==> config.mk <==
export PLATFORM = sky130hd
export DESIGN_NAME = strategy_ctrl
export DESIGN_NICKNAME = d
export VERILOG_FILES = /design/src/rtl/types_pkg.sv /design/src/rtl/strategy_cnt.sv /design/src/rtl/strategy_ctrl.sv
export SDC_FILE = /design/constraint.sdc
export NUM_CORES = 1
export LEC_CHECK = 0
export ABC_AREA = 1
export CAP_MARGIN = 40
export CORE_MARGIN = 1
export CORE_UTILIZATION = 63
export CTS_BUF_LIST = sky130_fd_sc_hd__clkbuf_2 sky130_fd_sc_hd__clkbuf_4 sky130_fd_sc_hd__clkbuf_8
export CTS_CLUSTER_SIZE = 28
export DETAILED_ROUTE_END_ITERATION = 6
export GPL_TIMING_DRIVEN = 0
export PLACE_DENSITY = 0.88
export SYNTH_ARGS = -nofsm -noshare
export SYNTH_HDL_FRONTEND = slang
export SYNTH_HIERARCHICAL = 1
export SYNTH_SLANG_ARGS = --single-unit
export TNS_END_PERCENT = 10
==> constraint.sdc <==
create_clock -name clock -period 5.8 [get_ports clock]
set_input_delay 0.58 -clock clock [delete_from_list [all_inputs] [get_ports clock]]
set_output_delay 0.58 -clock clock [all_outputs]
set_load 0.005 [all_outputs]
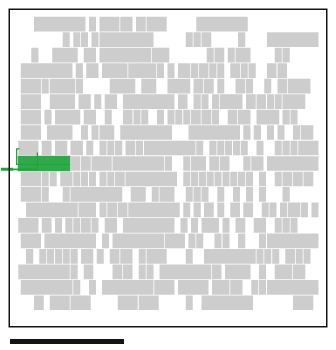
**Above:** run 1 (port wiring).
The bar under the picture is 20 um long.
[switch_done] green | bits: 1 | direction: output | edge: left | end cells: 1 | buffers: 1 | wire: 19.6 um
port bufs: 18
Ports: 20

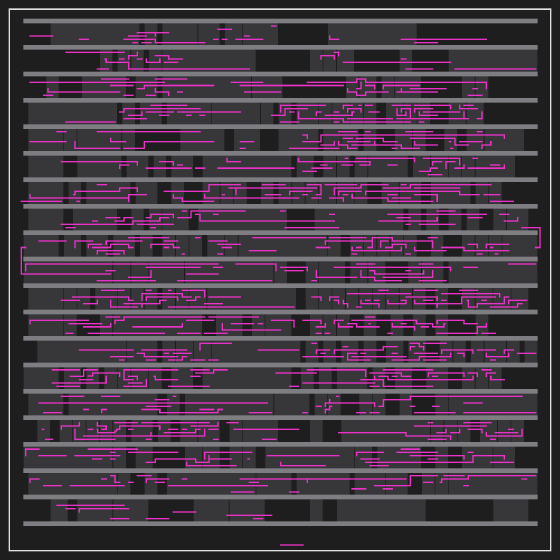
**Above:** run 1 (metal 1).
Supply wires on this layer in grey. Cells faint in the background.
wire length on this layer: 1680 um
nets with wire on the layer: 268
share of all routed wire: 46%
main direction: horizontal
met1 Usage GRT: 0.3369
WL final: 3635 um
vias: 1608

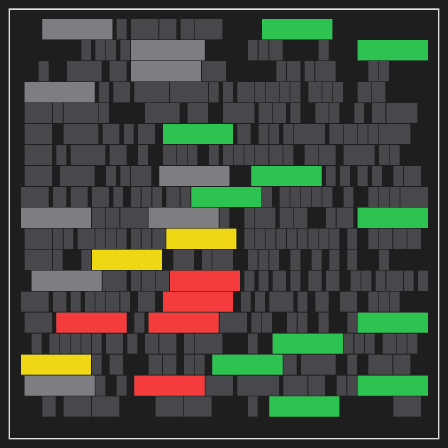
**Above:** run 1 (register map, names as in the netlist).
Other sequential cells in the stronger grey, the rest of the logic in the fainter grey.
[u_cnt/cnt_q] green | sequential cells: 11
[fsm_rst_n] red | sequential cells: 5 | where: bottom centre
[strategy_sel] yellow | sequential cells: 3
not coloured: 9
Seq group: 0.370 mW
Sequential Area: 701.9 um2
fraction of area in registers: 0.3321

==> Slide: Implementation Results, run 1 <==
Implementation Results

Hold path
  – Min-delay worst type: reg -> reg

Timing
  – Setup total negative slack: 0 ps
  – Max Slew Vio Count: 0
  – Worst Skew: 15.92 ps
  – Hold Vio Cnt, Final: 0
  – Setup violators final: 0
  – Worst Max-Slew Pin Slew: 696.9 ps

Yosys
  – Post-Synthesis Cell Area: 1805 um2
  – Post-synthesis adder-cell area fraction: 0.05544
  – Area leader share: 0.3742
  – Synthesis area per yosys: 1805 um2
  – Synth area leader: dfrtp_1

Power and ir drop
  – Gate power share: 0.554
  – Clock Power: 0.0974 mW
  – Total Power: 1.048 mW
  – Sw Share: 0.4563
  – Pwr dens: 496.0 nW/um2

Global route
  – First-pass GRT wire length: 6417 um
  – GRT busiest layer: met2

Placed design
  – Area after DPL: 2077 um2
  – Pre-CTS setup slack: 3708 ps
  – Final HPWL DP: 2761 um

Worst setup path
  – Critical path depth: 3
  – Nature of the critical path endpoint: output pin
  – WP data arrival: 1730 ps
  – Crit-path leading delay family: flip-flops
  – Worst Path Max Fanout: 6
  – Crit-path slowest cell: dfstp_2

Final layout
  – Final instance area: 2113 um2
  – Most instantiated logic cell after routing: nand2_1
  – Layout cell share with drive strength beyond 1: 0.1162
  – Comb_multi_in: 193
  – Combinational gate area: 979.7 um2

Run
  – Tool warnings: 32

Outcome
  – Status: finished, final reports clean

Detailed routing
  – DRT Pass-1 Iters: 4
  – WL per Instance: 11.54 um

Floorplanning
  – Fp util: 0.6604
  – Core area: 2734 um2

Clock network
  – Post-cts resize count: 0
## Run 2: what changed since run 1
--- a/config.mk
+++ b/config.mk
@@ -8,12 +8,12 @@
 export ABC_AREA = 1
 export CAP_MARGIN = 40
 export CORE_MARGIN = 1
-export CORE_UTILIZATION = 63
+export CORE_UTILIZATION = 52
 export CTS_BUF_LIST = sky130_fd_sc_hd__clkbuf_2 sky130_fd_sc_hd__clkbuf_4 sky130_fd_sc_hd__clkbuf_8
 export CTS_CLUSTER_SIZE = 28
 export DETAILED_ROUTE_END_ITERATION = 6
 export GPL_TIMING_DRIVEN = 0
-export PLACE_DENSITY = 0.88
+export PLACE_DENSITY = 0.77
 export SYNTH_ARGS = -nofsm -noshare
 export SYNTH_HDL_FRONTEND = slang
 export SYNTH_HIERARCHICAL = 1
==> constraint.sdc (replaced) <==
create_clock -name clock -period 2.1 [get_ports clock]
set_input_delay 0.21 -clock clock [delete_from_list [all_inputs] [get_ports clock]]
set_output_delay 0.21 -clock clock [all_outputs]
set_load 0.005 [all_outputs]
==> run 2 against run 1 <==
Against the previous run: the flow now finishes with violations (DRC); critical path depth rose by 5; sequential share of layout area fell by 1.2 points; global-route usage fell by 2.7 points; area after synthesis did not move; register-to-register slack got worse by 3500 ps; clock-buffer cell count fell by 1; flip-flop count did not move; combinational power rose to 2.9 times the previous value; design area rose by 3.9%; sequential power rose to 2.8 times the previous value; critical path type is now reg -> reg.
==> Slide: Implementation Results, run 2 <==
Implementation Results

Outcome
  – Status: finished with violations
  – Failing checks: DRC

Worst setup path
  – Crit-path leading delay family: simple AND/OR/NAND/NOR gates

Final layout
  – Final instance area: 2196 um2
  – Sequential Area: 701.9 um2
  – Comb_multi_in: 193
  – Fraction of area in registers: 0.3197

Placed design
  – Final HPWL DP: 2841 um

Detailed routing
  – DRC viols: 2
  – DRT Pass-1 Iters: 6

Run
  – Tool warnings: 33

Yosys
  – Post-synthesis adder-cell area fraction: 0.05544
  – Post-Synthesis Cell Area: 1805 um2
  – Synthesis area per yosys: 1805 um2

Timing
  – Hold Vio Cnt, Final: 0
  – Worst Max-Slew Pin Slew: 663.5 ps
  – Worst Skew: 7.118 ps

Floorplanning
  – Ports: 20

Power and ir drop
  – Gate power share: 0.547
  – Pwr dens: 1401 nW/um2
  – Total Power: 3.076 mW
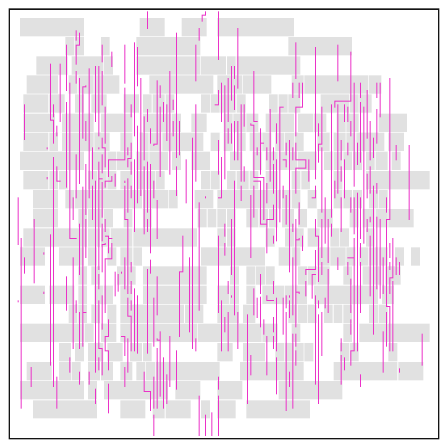
**Above:** run 2 (metal 2).
Cells faint in the background.
share of all routed wire: 50%
main direction: vertical
nets with wire on the layer: 225
longest straight run: 32.6 um
vias: 1593
WL final: 3794 um
met2 Usage GRT: 0.4160

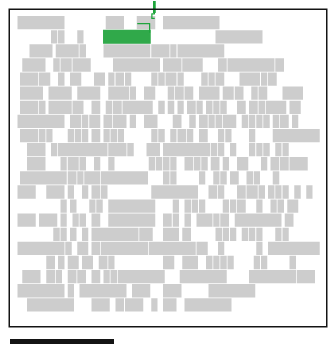
**Above:** run 2 (port wiring).
The bar under the picture is 20 um long.

Power is estimated from default activity; no workload was simulated.
